run_1/m1.png
Bar = 20 um.
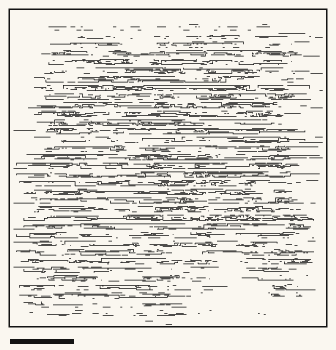
run_1/m2.png
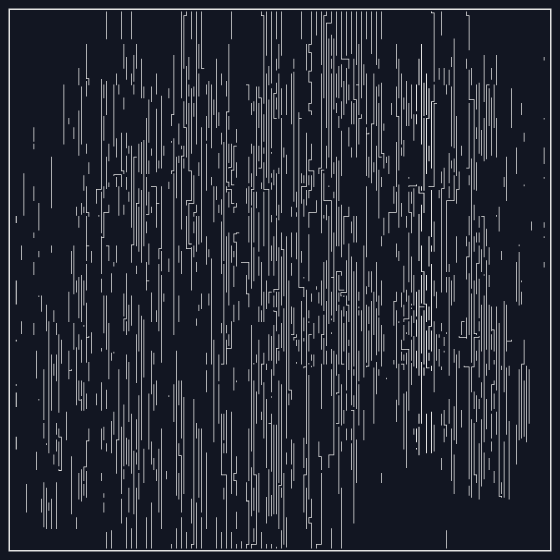
run_1/m3.png
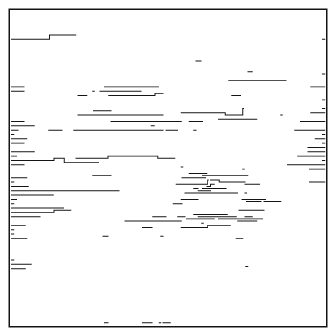
run_1/m4.png
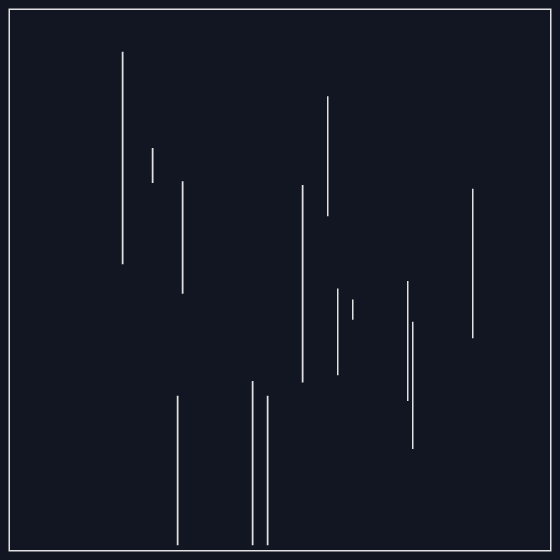
**src/rtl/au_host_pkg.sv**
```systemverilog
// Shared definitions for the arithmetic-unit host sequencer: op codes, FSM states,
// control/feedback pin bit positions and small helpers.
package au_host_pkg;

    localparam logic [1:0] OP_LOAD = 2'b00;
    localparam logic [1:0] OP_ADD  = 2'b01;
    localparam logic [1:0] OP_SUB  = 2'b10;
    localparam logic [1:0] OP_MUL  = 2'b11;

    typedef enum logic [3:0] {
        IDLE,
        WR_SETUP,
        WR_STROBE,
        WR_HOLD,
        OP_RUN,
        OP_DROP,
        RD_SEL,
        RD_CAP,
        RESP
    } state_t;

    // ctl_out (unit uio_in) bit positions; CTL_OP and CTL_REG are 2-bit field LSBs
    localparam int CTL_C   = 7;
    localparam int CTL_OP  = 5;
    localparam int CTL_REG = 3;
    localparam int CTL_RW  = 2;
    localparam int CTL_S   = 1;

    // fb_in (unit uio_out) bit positions
    localparam int FB_P   = 5;
    localparam int FB_N   = 4;
    localparam int FB_F   = 3;
    localparam int FB_ERR = 0;

    function automatic logic [7:0] ctl_word(input logic c, input logic [1:0] op,
                                            input logic [1:0] idx, input logic rw,
                                            input logic s);
        logic [7:0] w;
        w = '0;
        w[CTL_C]        = c;
        w[CTL_OP+:2]    = op;
        w[CTL_REG+:2]   = idx;
        w[CTL_RW]       = rw;
        w[CTL_S]        = s;
        return w;
    endfunction

    function automatic int max3(input int p, input int q, input int r);
        int m;
        m = p;
        if (q > m) m = q;
        if (r > m) m = r;
        return m;
    endfunction

endpackage

```
**src/rtl/au_host_sequencer_timer.sv**
```systemverilog
// Loadable down-counter with a zero flag; times every SETTLE, ADD_WAIT and TIMEOUT
// interval of the host sequencer.
module au_host_cycle_timer #(
    parameter int W = 8
) (
    input  logic         clk,
    input  logic         rst,
    input  logic         load,
    input  logic [W-1:0] value,
    output logic         done
);

    logic [W-1:0] count;

    always_ff @(posedge clk) begin
        if (rst) begin
            count <= '0;
        end else if (load) begin
            count <= value;
        end else if (count != '0) begin
            count <= count - 1'b1;
        end
    end

    assign done = (count == '0);

endmodule

```
**src/rtl/au_host_sequencer.sv**
```systemverilog
// Host-side pin-protocol initiator for the 16-bit arithmetic unit: writes A/B, runs one
// operation, reads both registers back. Optional MUL abort: define AU_HOST_TIMEOUT_EN.
module au_host_sequencer
    import au_host_pkg::*;
#(
    parameter int SETTLE   = 2,
    parameter int ADD_WAIT = 24,
    parameter int TIMEOUT  = 255
) (
    input  logic        clk,
    input  logic        RST,
    input  logic        cmd_valid,
    output logic        cmd_ready,
    input  logic [1:0]  cmd_op,
    input  logic        cmd_signed,
    input  logic [15:0] cmd_a,
    input  logic [15:0] cmd_b,
    input  logic [7:0]  cmd_x,
    output logic [7:0]  ui_out,
    output logic [7:0]  ctl_out,
    input  logic [7:0]  uo_in,
    input  logic [7:0]  fb_in,
    output logic        rsp_valid,
    input  logic        rsp_ready,
    output logic [15:0] rsp_a,
    output logic [15:0] rsp_b,
    output logic        rsp_p,
    output logic        rsp_n,
    output logic        rsp_err,
    output logic        rsp_timeout
);

    localparam int TW = $clog2(max3(SETTLE, ADD_WAIT, TIMEOUT) + 1);
    localparam logic [TW-1:0] T_SETTLE = TW'(SETTLE - 1);
    localparam logic [TW-1:0] T_ADD    = TW'(ADD_WAIT - 1);
`ifdef AU_HOST_TIMEOUT_EN
    localparam logic [TW-1:0] T_MUL    = TW'(TIMEOUT - 1);
`else
    localparam logic [TW-1:0] T_MUL    = '0;
`endif

    state_t      state;
    logic [1:0]  idx;
    logic [1:0]  op;
    logic        sgn;
    logic [15:0] a;
    logic [15:0] b;
    logic [7:0]  x;
    logic        f_seen;

    logic          tmr_load;
    logic [TW-1:0] tmr_value;
    logic          tmr_done;
    logic          accept;
    logic          f_hit;
    logic          tmo_hit;
    logic          run_exit;
    logic          unused_fb;

    assign unused_fb = ^{fb_in[7:6], fb_in[2:1]};

    function automatic logic [7:0] wr_byte(input logic [1:0] i, input logic [15:0] ra,
                                           input logic [15:0] rb);
        case (i)
            2'd0:    return ra[7:0];
            2'd1:    return ra[15:8];
            2'd2:    return rb[7:0];
            default: return rb[15:8];
        endcase
    endfunction

    au_host_cycle_timer #(.W(TW)) u_timer (
        .clk   (clk),
        .rst   (RST),
        .load  (tmr_load),
        .value (tmr_value),
        .done  (tmr_done)
    );

    // Timer reload follows the FSM's phase exits; every exit reloads for the phase entered.
    always_comb begin
        accept   = (state == IDLE) && cmd_valid && cmd_ready;
        f_hit    = (state == OP_RUN) && (op == OP_MUL) && !f_seen && fb_in[FB_F];
`ifdef AU_HOST_TIMEOUT_EN
        tmo_hit  = (state == OP_RUN) && (op == OP_MUL) && !f_seen && !fb_in[FB_F] && tmr_done;
`else
        tmo_hit  = 1'b0;
`endif
        run_exit = (state == OP_RUN) && tmr_done && ((op != OP_MUL) || f_seen);
        tmr_load  = 1'b0;
        tmr_value = T_SETTLE;
        case (state)
            IDLE:      tmr_load = accept;
            WR_SETUP:  tmr_load = tmr_done;
            WR_STROBE: begin
                tmr_load  = tmr_done;
                tmr_value = '0;
            end
            WR_HOLD: begin
                tmr_load = 1'b1;
                if (idx == 2'd3 && op != OP_LOAD)
                    tmr_value = (op == OP_MUL) ? T_MUL : T_ADD;
            end
            OP_RUN:    tmr_load = f_hit || tmo_hit || run_exit;
            OP_DROP:   tmr_load = tmr_done;
            RD_SEL: begin
                tmr_load  = tmr_done;
                tmr_value = '0;
            end
            RD_CAP:    tmr_load = 1'b1;
            default:   tmr_load = 1'b0;
        endcase
    end

    always_ff @(posedge clk) begin
        if (RST) begin
            state     <= IDLE;
            idx       <= '0;
            op        <= OP_LOAD;
            sgn       <= 1'b0;
            a         <= '0;
            b         <= '0;
            x         <= '0;
            f_seen    <= 1'b0;
            cmd_ready <= 1'b1;
            ui_out    <= '0;
            ctl_out   <= '0;
            rsp_valid <= 1'b0;
            rsp_a     <= '0;
            rsp_b     <= '0;
            rsp_p     <= 1'b0;
            rsp_n     <= 1'b0;
            rsp_err   <= 1'b0;
`ifdef AU_HOST_TIMEOUT_EN
            rsp_timeout <= 1'b0;
`endif
        end else begin
            if (state != IDLE && state != RESP)
                rsp_err <= rsp_err | fb_in[FB_ERR];
            case (state)
                IDLE: begin
                    if (accept) begin
                        op        <= cmd_op;
                        sgn       <= cmd_signed;
                        a         <= cmd_a;
                        b         <= cmd_b;
                        x         <= cmd_x;
                        idx       <= 2'd0;
                        f_seen    <= 1'b0;
                        cmd_ready <= 1'b0;
                        rsp_a     <= '0;
                        rsp_b     <= '0;
                        rsp_p     <= 1'b0;
                        rsp_n     <= 1'b0;
                        rsp_err   <= fb_in[FB_ERR];
`ifdef AU_HOST_TIMEOUT_EN
                        rsp_timeout <= 1'b0;
`endif
                        ctl_out   <= ctl_word(1'b0, OP_LOAD, 2'd0, 1'b1, 1'b0);
                        ui_out    <= cmd_a[7:0];
                        state     <= WR_SETUP;
                    end
                end
                WR_SETUP: begin
                    if (tmr_done) begin
                        ctl_out[CTL_S] <= 1'b1;
                        state          <= WR_STROBE;
                    end
                end
                WR_STROBE: begin
                    if (tmr_done) begin
                        ctl_out[CTL_S] <= 1'b0;
                        state          <= WR_HOLD;
                    end
                end
                WR_HOLD: begin
                    if (idx != 2'd3) begin
                        idx     <= idx + 2'd1;
                        ctl_out <= ctl_word(1'b0, OP_LOAD, idx + 2'd1, 1'b1, 1'b0);
                        ui_out  <= wr_byte(idx + 2'd1, a, b);
                        state   <= WR_SETUP;
                    end else if (op == OP_LOAD) begin
                        idx     <= 2'd0;
                        ctl_out <= ctl_word(1'b0, OP_LOAD, 2'd0, 1'b0, 1'b0);
                        ui_out  <= '0;
                        state   <= RD_SEL;
                    end else begin
                        ctl_out <= ctl_word(sgn, op, 2'd0, 1'b1, 1'b1);
                        ui_out  <= x;
                        state   <= OP_RUN;
                    end
                end
                OP_RUN: begin
                    if (f_hit)
                        f_seen <= 1'b1;
                    if (tmo_hit || run_exit) begin
                        rsp_p          <= fb_in[FB_P];
                        rsp_n          <= fb_in[FB_N];
`ifdef AU_HOST_TIMEOUT_EN
                        rsp_timeout    <= tmo_hit;
`endif
                        ctl_out[CTL_S] <= 1'b0;
                        state          <= OP_DROP;
                    end
                end
                OP_DROP: begin
                    if (tmr_done) begin
                        idx     <= 2'd0;
                        ctl_out <= ctl_word(1'b0, OP_LOAD, 2'd0, 1'b0, 1'b0);
                        ui_out  <= '0;
                        state   <= RD_SEL;
                    end
                end
                RD_SEL: begin
                    if (tmr_done)
                        state <= RD_CAP;
                end
                RD_CAP: begin
                    case (idx)
                        2'd0:    rsp_a[7:0]  <= uo_in;
                        2'd1:    rsp_a[15:8] <= uo_in;
                        2'd2:    rsp_b[7:0]  <= uo_in;
                        default: rsp_b[15:8] <= uo_in;
                    endcase
                    if (idx != 2'd3) begin
                        idx     <= idx + 2'd1;
                        ctl_out <= ctl_word(1'b0, OP_LOAD, idx + 2'd1, 1'b0, 1'b0);
                        state   <= RD_SEL;
                    end else begin
                        ctl_out   <= '0;
                        rsp_valid <= 1'b1;
                        state     <= RESP;
                    end
                end
                RESP: begin
                    if (rsp_ready) begin
                        rsp_valid <= 1'b0;
                        cmd_ready <= 1'b1;
                        state     <= IDLE;
                    end
                end
                default: state <= IDLE;
            endcase
        end
    end

`ifndef AU_HOST_TIMEOUT_EN
    assign rsp_timeout = 1'b0;
`endif

endmodule
```
**config.mk**
```make
export PLATFORM = sky130hd
export DESIGN_NAME = au_host_sequencer
export DESIGN_NICKNAME = d
export VERILOG_FILES = /design/src/rtl/au_host_pkg.sv /design/src/rtl/au_host_sequencer_timer.sv /design/src/rtl/au_host_sequencer.sv
export SDC_FILE = /design/constraint.sdc
export NUM_CORES = 1
export LEC_CHECK = 0
export CAP_MARGIN = 10
export CORE_MARGIN = 1.5
export CORE_UTILIZATION = 49
export CTS_CLUSTER_DIAMETER = 100
export DETAILED_ROUTE_END_ITERATION = 8
export GPL_TIMING_DRIVEN = 0
export PLACE_DENSITY = 0.77
export SYNTH_ARGS = -nofsm -noshare
export SYNTH_HDL_FRONTEND = slang
export SYNTH_SLANG_ARGS = --single-unit
```
**constraint.sdc**
```tcl
create_clock -name clk -period 3.05 [get_ports clk]
set_clock_uncertainty 0.15 [all_clocks]
set_input_delay 0.305 -clock clk [delete_from_list [all_inputs] [get_ports clk]]
set_output_delay 0.305 -clock clk [all_outputs]
set_load 0.005 [all_outputs]
```
==> qor.yml, run 1 <==
power_and_ir_drop:
  seqPwrFrac_pct: 39.4
  leakage_nw: 2.16
  pg_comb_mw: 1.59
  maxPowerGroup: "sequential cells"
  p_sw_mw: 1.56
  p_clk_share_pct: 22.5
  p_clk_mw: 0.938
  power_mw: 4.18
  p_sw_share_pct: 37.4
sta:
  relSlewSlack_pct: 25.6
  final.min_clock_period_ps: 2690
  worst_slew_pin_slew_ps: 1110
  tns_ps: 0
  finalSetupViolations: 0
  clock.fmax_mhz: 372
synthesis:
  ys_warn_count: 0
  xor_share_pct: 1.73
  edf_count: 0
  ys_ff: 102
  yosys.area.top_type: "dfxtp_1"
  synth_area_um2: 4540
  common_cells: "102 x dfxtp_1, 88 x nand2_1, 60 x nor2_1"
  ys_types: 52
  aoi_share_pct: 15.8
  top_cell_area_share_pct: 44.9
  synthTopLogicFamily: "simple AND/OR/NAND/NOR gates"
  syn-instance-count: 534
  synthSimpleGateAreaFrac_pct: 24.0
  yosysChipArea_um2: 4540
global_routing:
  antenna_found_initial: 0
  gr-usage-all-layers_pct: 25.8
  grt_pass1_vias: 4240
  overflow: 0
critical_path:
  path_common_cell: "clkbuf_1"
  slowest_delay_ps: 480
  path_cells: "ha_1 -> clkbuf_1 -> nand3_1 -> nor4_1 -> clkbuf_1 -> a221oi_1 -> a211oi_1"
  cp.required_ps: 3190
  path_buffers: 2
  worstSetupStartpointType: "register"
  critical_path.top_delay_family: "buffers and inverters"
  end_kind: "register"
  slowest_stage: "clkbuf_1"
  worstSetupPathType: "reg -> reg"
die:
  initial_utilization_pct: 51.4
  floorplan.core_area_um2: 8850
  die_w_um: 99.3
layout:
  layout_top_cells: "110 x clkdlybuf4s50_1, 102 x dfxtp_1, 88 x nand2_1"
  areaGrowthSynthToFinish_pct: 32.1
clock_tree:
  clockBufferDepth: 2
  post_cts_resized: 0
  clkTransAtPathRegs_ps: 110
  insertion_delay_ps: 380
  clock_sinks: 102
  cts-root-buf: "clkbuf_8"
  numCtsBuffers: 9
  cts_tree: "built"
  cts-htree-levels: 3
run_status:
  outcome: "finished clean"
routing:
  drcViolationCount: 0
  wl_met1_um: 5460
  post_drt_wl_per_cell_um: 16.2
  wl_met2_um: 5910
placed_design:
  hpwl_um: 9180
  portBuffers: 110
job:
  warnings: 34
min_path:
  hold_depth: 3
Notes on m1.png above:
share of all routed wire: 44%
wire length on this layer: 5460 um
nets with wire on the layer: 648
longest straight run: 33.1 um

Notes on m2.png above:
share of all routed wire: 48%
nets with wire on the layer: 606
routed wire length: 12400 um
met2 Usage GRT: 44.0%
Vias: 4300

Notes on m3.png above:
nets with wire on the layer: 87
longest straight run: 33.8 um
share of all routed wire: 6.2%
wire length on this layer: 767 um
main direction: horizontal
met3 Usage GRT: 6.18%

Notes on m4.png above:
wire length on this layer: 299 um
nets with wire on the layer: 11
main direction: vertical
share of all routed wire: 2.4%

run 1: sequential cells by signal, summed over array words and instances (netlist names):
| signal | cells |
|---|---|
| b | 16 |
| rsp_a | 16 |
| rsp_b | 16 |
| a | 8 |
| u_timer.count | 8 |
| ui_out | 8 |
| x | 8 |
| ctl_out | 7 |
| state | 4 |
| idx | 2 |
| op | 2 |
| cmd_ready | 1 |
| f_seen | 1 |
| rsp_err | 1 |
| rsp_n | 1 |
| rsp_p | 1 |
| rsp_valid | 1 |
| sgn | 1 |
run 1: cell type report:
class | count | area (um2)
Buffer | 41 | 165
Clock buffer | 9 | 124
Clock inverter | 7 | 95.1
Fill cell | 759 | 2850
Inverter | 6 | 22.5
Multi-Input combinational cell | 386 | 2320
Sequential cell | 102 | 2040
Tap cell | 108 | 135
Timing Repair Buffer | 110 | 1100
run 1: metal layers:
layer / global-route usage (%) / up-vias
li1: - / 2100
met1: 32.2 / 2019
met2: 44.0 / 150
met3: 6.18 / 31
met4: 8.34 / 0
met5: 0 / -
run 1: cell families (layout without fill, tap and decap cells):
kind of cell / after synthesis / after routing
flops: 102 / 102
xor+xnor: 9 / 9
buf+inv: 47 / 173
compound gates: 107 / 107
other cells: 1 / 2
simple gates: 227 / 227
fa+ha+maj: 6 / 6
mux: 35 / 35
run 1: per-stage QoR:
step	util, %	instances	area (um2)	worst slack (ps)
final	67.8	769	6000	358
after global routing	67.8	769	6000	81.9
after CTS	67.8	769	6000	355
after detailed placement	65.4	753	5780	238
after global placement	65.4	753	5780	282
after floorplan	-	535	4550	730
run 1: worst paths after layout:
path | start | endpoint | slack, ps
max | idx[0] | ui_out[2] | 360
max reg2reg | idx[0] | ui_out[2] | 360
min reg2reg | rsp_n | rsp_n | 310
min | cmd_b[5] | b[5] | 310
## Run 2: what changed since run 1
--- a/config.mk
+++ b/config.mk
@@ -5,7 +5,6 @@
 export SDC_FILE = /design/constraint.sdc
 export NUM_CORES = 1
 export LEC_CHECK = 0
-export CAP_MARGIN = 10
 export CORE_MARGIN = 1.5
 export CORE_UTILIZATION = 49
 export CTS_CLUSTER_DIAMETER = 100
run_2/m3.png
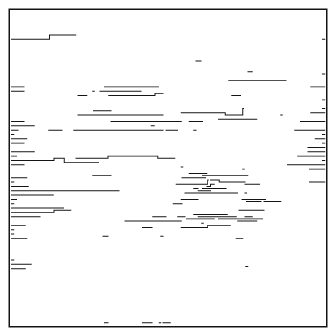
longest straight run: 33.8 um
main direction: horizontal

run_2/m2.png
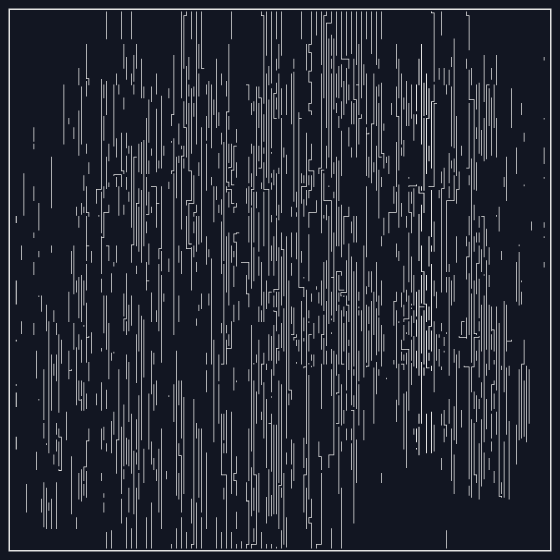
main direction: vertical
longest straight run: 37.1 um
nets with wire on the layer: 606
share of all routed wire: 48%

==> run 2 against run 1 <==
  * Clock power barely moved
  * Sequential power hardly changed
  * First-iteration DRC count stayed put
  * Cell area unchanged
  * Routed wire length unchanged
  * Critical path depth stayed put
  * Core utilization did not move
  * Final cell count stayed put
==> qor.yml, run 2 <==
run_status:
  outcome: "finished clean"  # unchanged
critical_path:
  cp.required_ps: 3190  # about the same
  path_cells: "ha_1 -> clkbuf_1 -> nand3_1 -> nor4_1 -> clkbuf_1 -> a221oi_1 -> a211oi_1"  # unchanged
  path_common_cell: "clkbuf_1"  # unchanged
  slowest_delay_ps: 480  # about the same
  path_buffers: 2  # unchanged
  r2r_start: "idx[0]"  # unchanged
  critical_path.top_delay_family: "buffers and inverters"  # unchanged
  worstSetupPathType: "reg -> reg"  # unchanged
  slowest_stage: "clkbuf_1"  # unchanged
  startpoint: "idx[0]"  # unchanged
  end_kind: "register"  # unchanged
  worstSetupStartpointType: "register"  # unchanged
placed_design:
  dpl_cell_area_um2: 5780  # unchanged
  portBuffers: 110  # unchanged
  post-place-ws_ps: 238  # unchanged
  hpwl_um: 9180  # unchanged
synthesis:
  syn-instance-count: 534  # unchanged
  yosys.area.top_type: "dfxtp_1"  # unchanged
  synth_area_um2: 4540  # unchanged
  ys_ff: 102  # unchanged
  yosysChipArea_um2: 4540  # unchanged
  synth_area_per_cell_um2: 8.51  # unchanged
  ys_warn_count: 0  # unchanged
  edf_count: 0  # unchanged
  common_cells: "102 x dfxtp_1, 88 x nand2_1, 60 x nor2_1"  # unchanged
  synthArstFlopShare_pct: 0  # unchanged
  ys_types: 52  # unchanged
  top_cell_area_share_pct: 44.9  # unchanged
routing:
  drcViolationCount: 0  # unchanged
  drt-total-wl_um: 12400  # unchanged
  post_drt_wl_per_cell_um: 16.2  # unchanged
  num_vias: 4300  # unchanged
clock_tree:
  insertion_delay_ps: 380  # about the same
  clock_sinks: 102  # unchanged
  cts-hold-fix-buffers: 0  # unchanged
  cts-root-buf: "clkbuf_8"  # unchanged
  numCtsBuffers: 9  # unchanged
  clkTransAtPathRegs_ps: 110  # about the same
  cts-htree-levels: 3  # unchanged
  cts_tree: "built"  # unchanged
  post_cts_resized: 0  # unchanged
  clockBufferDepth: 2  # unchanged
die:
  die_w_um: 99.3  # unchanged
  floorplan.core_area_um2: 8850  # unchanged
  initial_utilization_pct: 51.4  # unchanged
  fp.dieH_um: 99.3  # unchanged
sta:
  rsz0062_at_grt: "false"  # unchanged
  setup_ws_ps: 358  # unchanged
  final.min_clock_period_ps: 2690  # unchanged
  finalSetupViolations: 0  # unchanged
  worst_slew_pin_slew_ps: 1110  # unchanged
  relSlewSlack_pct: 25.6  # unchanged
  clock.fmax_mhz: 372  # unchanged
  tns_ps: 0  # unchanged
layout:
  finalCoreUtilization_pct: 67.8  # unchanged
  final_cell_area_um2: 6000  # unchanged
  antenna_cells: 0  # unchanged
  top_regs: "b: 16 flops, rsp_a: 16 flops, rsp_b: 16 flops"  # unchanged
  layout_top_cells: "110 x clkdlybuf4s50_1, 102 x dfxtp_1, 88 x nand2_1"  # unchanged
  mostFrequentLayoutCell: "clkdlybuf4s50_1"  # unchanged
  areaGrowthSynthToFinish_pct: 32.1  # unchanged
power_and_ir_drop:
  leakage_nw: 2.16  # unchanged
global_routing:
  overflow: 0  # unchanged
  grt_pass1_vias: 4240  # unchanged
  antenna_found_initial: 0  # unchanged
  gr-usage-all-layers_pct: 25.8  # unchanged
min_path:
  hp-start: "cmd_b[5]"  # unchanged
job:
  warnings: 34  # unchanged
run_2/m4.png
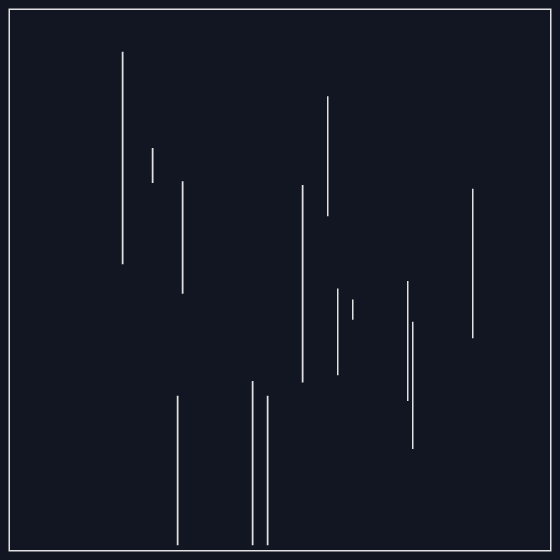
nets with wire on the layer: 11
share of all routed wire: 2.4%
wire length on this layer: 299 um

[run 2: cell counts after synthesis]
No cell type changed its count.
[run 2: final timing paths]
path                to  slack (ps)  cells after the start
max reg2reg  ui_out[2]         360                      7
min               b[5]         310                      3
min reg2reg      rsp_n         310                      2
max          ui_out[2]         360                      7
[run 2: cells by family after synthesis]
| family | synth area share (%) |
|---|---|
| other cells | 0.0825 |
| mux | 7.74 |
| xor+xnor | 1.73 |
| buf+inv | 4.13 |
| compound gates | 15.8 |
| flops | 44.9 |
| fa+ha+maj | 1.65 |
| simple gates | 24.0 |
[run 2: tightest hold or removal path, delay by kind of cell]
kind / cells / cell delay [ps]
AOI/OAI and AO/OA: 1 / 50
buffers and inverters: 1 / 400
and+or+nand+nor: 1 / 60
[run 2: area by class of cell]
cell class                 instances  area (um2)
fill                             759        2850
multi-input combinational        386        2320
sequential                       102        2040
timing repair buffer             110        1100
buffer                            41         165
tap                              108         135
clock buffer                       9         124
clock inverter                     7        95.1
inverter                           6        22.5
[run 2: metal layers]
layer / global-route usage [%] / vias to the layer above / wire [um]
li1: - / 2100 / -
met1: 32.2 / 2019 / 5460
met2: 44.0 / 150 / 5910
met3: 6.18 / 31 / 766
met4: 8.34 / 0 / 298
met5: 0 / - / 0
[run 2: report_power, final]
part,internal [mW],switching [mW]
registers,1.51,0.131
clock network,0.405,0.533
logic,0.697,0.896
[run 2: per-stage QoR]
stage	instances	power (mW)
5_1_grt	769	4.41
4_1_cts	769	4.16
6_report	769	4.18
3_3_place_gp	753	3.18
2_1_floorplan	535	2.77
3_5_place_dp	753	3.25
No activity file was given, so power comes from the tool's default toggle rates.
